**src/rtl/router_pkg.sv**
```systemverilog
// Shared constants and types for the 1x3 packet router.
// Header byte layout: [7:2] payload length, [1:0] destination channel address.
package router_pkg;

  // Data byte width used across the router datapath.
  localparam int unsigned DW = 8;

  // Header field positions.
  localparam int unsigned AddrLsb = 0;
  localparam int unsigned AddrMsb = 1;
  localparam int unsigned LenLsb  = 2;
  localparam int unsigned LenMsb  = 7;

  // Largest payload a header can announce.
  localparam int unsigned MaxPayload = 63;

  // Width of the per-channel packet byte counter.
  localparam int unsigned PktCntW = 6;

  // Destination channel encodings carried in the header address field.
  typedef enum logic [1:0] {
    ChAddr0 = 2'b00,
    ChAddr1 = 2'b01,
    ChAddr2 = 2'b10
  } ch_addr_e;

  // Bytes still to come after a header: payload plus one parity byte.
  // A length-63 header wraps the 6-bit count to zero.
  function automatic logic [PktCntW-1:0] hdr_remaining(input logic [DW-1:0] hdr);
    return PktCntW'(hdr[LenMsb:LenLsb]) + PktCntW'(1);
  endfunction

endpackage

```
**src/rtl/router_fifo_ptr.sv**
```systemverilog
// Read/write pointer pair with full/empty decode for a power-of-two FIFO.
// Pointers carry one extra wrap bit so full and empty can be told apart.
// Ports:
//   clock   rising-edge clock
//   clear   synchronous clear of both pointers (highest priority)
//   wr_inc  advance write pointer (caller guarantees !full)
//   rd_inc  advance read pointer (caller guarantees !empty)
//   wr_ptr  current write pointer, AW+1 bits
//   rd_ptr  current read pointer, AW+1 bits
//   full    no free entry
//   empty   no stored entry
module router_fifo_ptr #(
  parameter int unsigned AW = 4
) (
  input  logic        clock,
  input  logic        clear,
  input  logic        wr_inc,
  input  logic        rd_inc,
  output logic [AW:0] wr_ptr,
  output logic [AW:0] rd_ptr,
  output logic        full,
  output logic        empty
);

  logic [AW:0] wr_ptr_q, wr_ptr_d;
  logic [AW:0] rd_ptr_q, rd_ptr_d;

  always_comb begin
    wr_ptr_d = wr_ptr_q;
    rd_ptr_d = rd_ptr_q;
    if (wr_inc) wr_ptr_d = wr_ptr_q + (AW+1)'(1);
    if (rd_inc) rd_ptr_d = rd_ptr_q + (AW+1)'(1);
  end

  always_ff @(posedge clock) begin
    if (clear) begin
      wr_ptr_q <= '0;
      rd_ptr_q <= '0;
    end else begin
      wr_ptr_q <= wr_ptr_d;
      rd_ptr_q <= rd_ptr_d;
    end
  end

  assign wr_ptr = wr_ptr_q;
  assign rd_ptr = rd_ptr_q;

  // Same slot, different lap: writer is exactly one lap ahead.
  assign full  = (wr_ptr_q[AW] != rd_ptr_q[AW]) && (wr_ptr_q[AW-1:0] == rd_ptr_q[AW-1:0]);
  assign empty = (wr_ptr_q == rd_ptr_q);

endmodule

```
**src/rtl/router_fifo_ch.sv**
```systemverilog
// One output-channel FIFO of the 1x3 packet router.
// Stores {hdr_flag, byte} words and tracks packet boundaries on the read side so the
// output bus returns to zero once a packet has been fully drained.
// Ports:
//   clock       rising-edge clock
//   reset       synchronous active-high reset, highest priority
//   soft_reset  synchronous flush from the synchronizer timeout
//   write_enb   write strobe from the synchronizer
//   read_enb    read strobe from the destination
//   lfd_state   marks data_in as a header byte
//   data_in     byte from the router input register
//   data_out    registered read data, valid the edge after a read strobe
//   full        no free entry
//   empty       no stored entry
module router_fifo_ch #(
  parameter int unsigned DW    = router_pkg::DW,
  parameter int unsigned DEPTH = 16,
  parameter int unsigned AW    = $clog2(DEPTH)
) (
  input  logic          clock,
  input  logic          reset,
  input  logic          soft_reset,
  input  logic          write_enb,
  input  logic          read_enb,
  input  logic          lfd_state,
  input  logic [DW-1:0] data_in,
  output logic [DW-1:0] data_out,
  output logic          full,
  output logic          empty
);

  import router_pkg::*;

  logic              clear;
  logic              wr_fire;
  logic              rd_fire;
  logic [AW:0]       wr_ptr;
  logic [AW:0]       rd_ptr;
  logic [DW:0]       rd_word;

  logic [DW:0]       mem_q [DEPTH];

  logic [DW-1:0]     data_out_q, data_out_d;
  logic [PktCntW-1:0] pkt_cnt_q, pkt_cnt_d;

  assign clear = reset || soft_reset;

  // full/empty come from the pre-edge pointers, so a write while full is dropped
  // even if a read frees a slot in the same cycle.
  assign wr_fire = write_enb && !full && !clear;
  assign rd_fire = read_enb && !empty && !clear;

  router_fifo_ptr #(
    .AW (AW)
  ) u_ptr (
    .clock  (clock),
    .clear  (clear),
    .wr_inc (wr_fire),
    .rd_inc (rd_fire),
    .wr_ptr (wr_ptr),
    .rd_ptr (rd_ptr),
    .full   (full),
    .empty  (empty)
  );

  // Storage is never cleared; a flush only moves the pointers.
  always_ff @(posedge clock) begin
    if (wr_fire) begin
      mem_q[wr_ptr[AW-1:0]] <= {lfd_state, data_in};
    end
  end

  assign rd_word = mem_q[rd_ptr[AW-1:0]];

  always_comb begin
    data_out_d = data_out_q;
    pkt_cnt_d  = pkt_cnt_q;
    if (rd_fire) begin
      data_out_d = rd_word[DW-1:0];
      if (rd_word[DW]) begin
        pkt_cnt_d = hdr_remaining(rd_word[DW-1:0]);
      end else if (pkt_cnt_q != '0) begin
        pkt_cnt_d = pkt_cnt_q - PktCntW'(1);
      end
    end else if (pkt_cnt_q == '0) begin
      // Packet finished and nothing read: idle the bus.
      data_out_d = '0;
    end
  end

  always_ff @(posedge clock) begin
    if (clear) begin
      data_out_q <= '0;
      pkt_cnt_q  <= '0;
    end else begin
      data_out_q <= data_out_d;
      pkt_cnt_q  <= pkt_cnt_d;
    end
  end

  assign data_out = data_out_q;

  full_empty_exclusive: assert property (@(posedge clock) disable iff (reset) !(full && empty));

endmodule

```
**config.mk**
```make
export PLATFORM = sky130hd
export DESIGN_NAME = router_fifo_ch
export DESIGN_NICKNAME = d
export VERILOG_FILES = /design/src/rtl/router_pkg.sv /design/src/rtl/router_fifo_ptr.sv /design/src/rtl/router_fifo_ch.sv
export SDC_FILE = /design/constraint.sdc
export NUM_CORES = 1
export LEC_CHECK = 0
export CAP_MARGIN = 20
export CORE_AREA = 2 2 162 85
export CTS_CLUSTER_SIZE = 40
export DETAILED_ROUTE_END_ITERATION = 7
export DIE_AREA = 0 0 164 87
export PLACE_DENSITY = 0.74
export SYNTH_ARGS = -nofsm -noshare
export SYNTH_HDL_FRONTEND = slang
export SYNTH_SLANG_ARGS = --single-unit
export TNS_END_PERCENT = 20
```
**constraint.sdc**
```tcl
create_clock -name clock -period 2.6 [get_ports clock]
set_input_delay 0.39 -clock clock [delete_from_list [all_inputs] [get_ports clock]]
set_output_delay 0.39 -clock clock [all_outputs]
set_load 0.03 [all_outputs]
```
==> out/qor.json <==
{
  "run_status": {
    "status": "finished, final reports clean"
  },
  "logic_synthesis": {
    "syn_nets": 417,
    "synth-area-yosys_um2": 6870,
    "post_synth.cell_area_avg_um2": 17.4,
    "number_of_synthesized_register_bits": 172,
    "synth_cell_types": 39,
    "syn_inst": 395,
    "yosys_cells": 395,
    "synth_seq_share_pct": 71.1
  },
  "critical_path": {
    "r2r_slack_ns": 0.16,
    "timing.critical_path.to": "empty",
    "worst-setup-path-type": "flop to output pin",
    "cp.required_ns": 2.21,
    "critical_path_sink_type": "output pin",
    "critical_path_peak_fanout": 6,
    "kind_of_cell_adding_the_most_delay_to_the_critical_path": "buffers and inverters",
    "timing.critical_path.slowest_stage_cell": "clkdlybuf4s50_1",
    "critical_path.startpoint_type": "flop",
    "critPathLaunch": "u_ptr.wr_ptr[0]"
  },
  "timing": {
    "hold_viol_final": 0,
    "timing.fmax_mhz": 407,
    "setup_ws_post_layout_ns": 0.145,
    "shortest_clock_period_the_worst_path_allows_after_layout_ns": 2.46,
    "rsz0062_at_grt": "no",
    "final_max_slew_viol_count": 0,
    "timing.final.setup_violations": 0,
    "finalClockPeriodUsage_pct": 94.4
  },
  "detailed_routing": {
    "drc_errors": 0,
    "wl_per_cell_um": 22.7,
    "route.layer.met1.wl_um": 6990,
    "met2_wirelength_um": 6050,
    "post_drt_via_cell_ratio": 5.95,
    "drt_pass1_iterations": 4,
    "count_of_antenna_violating_nets_left_after_detailed_routing": 0
  },
  "floorplan": {
    "die_w_um": 164,
    "initial_core_util_pct": 52.8
  },
  "finish": {
    "fin_area_um2": 8110,
    "area_delta_synth_final_pct": 18.1,
    "flip_flop_count_of_the_largest_register_all_copies_and_words_added": 144,
    "antenna_cells_inserted": 0,
    "final_net_count": 476,
    "utilization_pct": 62.3
  },
  "power": {
    "power.group.top": "sequential cells",
    "leakage_uw": 0.00263,
    "power.combinational.total_uw": 181,
    "power.share.switching_pct": 21.9,
    "p_clk_uw": 2480,
    "cellInternalPower_uw": 4420,
    "ir_drop_mv": 0.485
  },
  "clock_network": {
    "cts_hold_repair.buffers": 0,
    "htree_levels": 4,
    "clkLatencyLatePin_ns": 0.43,
    "cts_tree": "yes",
    "clk_root_buffer_cell": "clkbuf_16",
    "maximum_buffer_depth_of_the_clock_tree": 2,
    "postCtsSetupBuffers": 0,
    "clock_sinks": 172,
    "count_of_cells_resized_by_post_cts_repair": 2
  },
  "place": {
    "detailed_place.area_um2": 7530,
    "place_congestion": 0.814,
    "post-dp-hpwl_um": 9990
  },
  "hold_path": {
    "hold_path_startpoint": "data_out[5]",
    "holdPathEnd": "data_out[5]"
  },
  "global_route": {
    "grt_pass1_wl_um": 22200,
    "grt_use_met3_pct": 5.71,
    "groute.usage.overall_pct": 22.4,
    "grtUsageMet1_pct": 36.3
  }
}
[layout make-up]
cell class	count	area, µm²
repair buffers	60	536
flip-flops and latches	172	4890
clock buffers	17	425
clock inverters	15	153
multi-input cells	199	1880
fillers	929	4910
well taps	176	220
inverters	4	15.0
[cell usage after synthesis, drive strengths merged]
| master | instances | share of area [%] |
|---|---|---|
| nor4b | 1 | 0.13 |
| and4 | 1 | 0.13 |
| o221ai | 1 | 0.22 |
| buf | 10 | 0.84 |
| edfxtp | 144 | 63 |
| clkbuf | 10 | 0.55 |
| a21o | 1 | 0.11 |
| dfxtp | 28 | 8.2 |
| nor2 | 29 | 1.6 |
| ha | 8 | 1.5 |
| o211ai | 2 | 0.22 |
| mux4 | 41 | 14 |
| nor3b | 1 | 0.11 |
| a311oi | 1 | 0.13 |
| a22oi | 8 | 0.87 |
| or3 | 2 | 0.18 |
| nand4 | 5 | 0.46 |
| nand2b | 4 | 0.36 |
| mux2i | 3 | 0.44 |
| nor3 | 4 | 0.29 |
| nor2b | 2 | 0.18 |
| or2 | 1 | 0.091 |
| nand3 | 12 | 0.87 |
| nand2 | 24 | 1.3 |
| a21boi | 2 | 0.22 |
| or4 | 1 | 0.11 |
| xor2 | 9 | 1.1 |
| inv | 4 | 0.22 |
| and2 | 2 | 0.18 |
| o22ai | 1 | 0.091 |
| a21oi | 16 | 1.2 |
| xnor2 | 7 | 0.89 |
| nor4 | 1 | 0.091 |
| o21a | 2 | 0.22 |
| o21ai | 7 | 0.51 |
[kinds of logic after synthesis]
family          after synthesis  synth area share (%)
compound gates               41                  3.75
xor+xnor                     16                  2.04
fa+ha+maj                     8                  1.46
buf+inv                      24                  1.60
flops                       172                  71.1
mux                          44                  14.0
simple gates                 90                  6.08
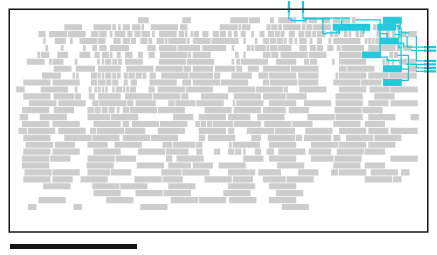
Fig. 1. Nets reached from selected ports.
Bar = 50 µm.
Key: cyan = data_out [bits 8, direction output, edge 6 right, 2 top, end cells 8, buffers 8, wire 226 µm]
Ports: 24
IO Port Bufs: 23

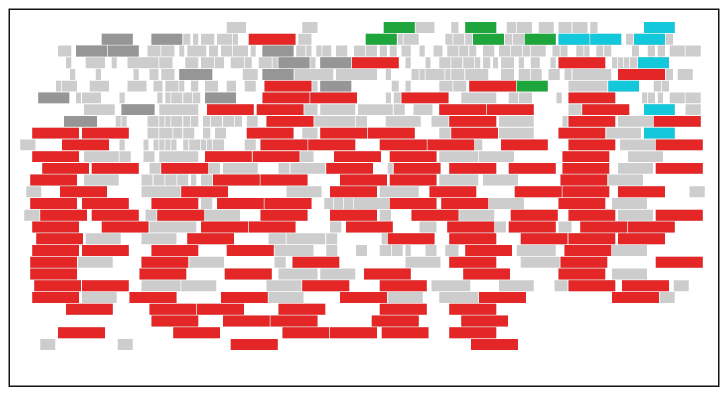
Fig. 2. Register map, names as in the netlist.
Key: cyan = data_out [sequential cells 8, where upper right]; red = mem_q [sequential cells 144]; green = pkt_cnt_q [sequential cells 6]
Another 14 sequential cells are not coloured.

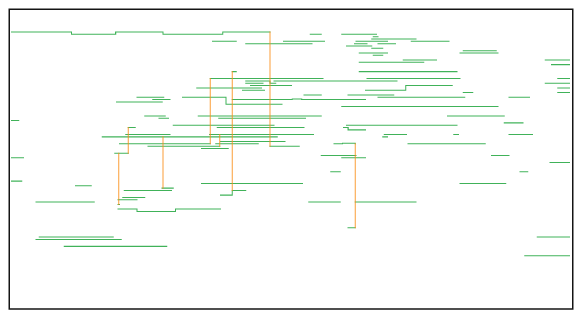
Fig. 3. Routed metal, one colour a layer.
Two of the layers only.
Key: green = metal 3 [wire length 1400 µm]; orange = metal 4 [wire length 152 µm]

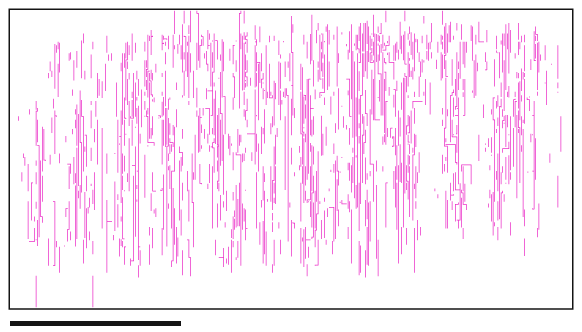
Fig. 4. The metal 2 layer.
Bar = 50 µm.
416 nets have wire on it. The wires run mostly vertical. The longest straight run is 44.9 µm. The layer holds 41% of the routed length.
vias: 3829
Final Routed Wirelength: 14600 µm
Global Route met2 Usage: 29.6%

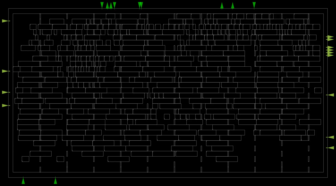
Fig. 5. Cell outlines without signal wires.
FP Rows: 30
filler cell count in the final layout: 929
FF+latch count: 172

Power is estimated from default activity; no workload was simulated.
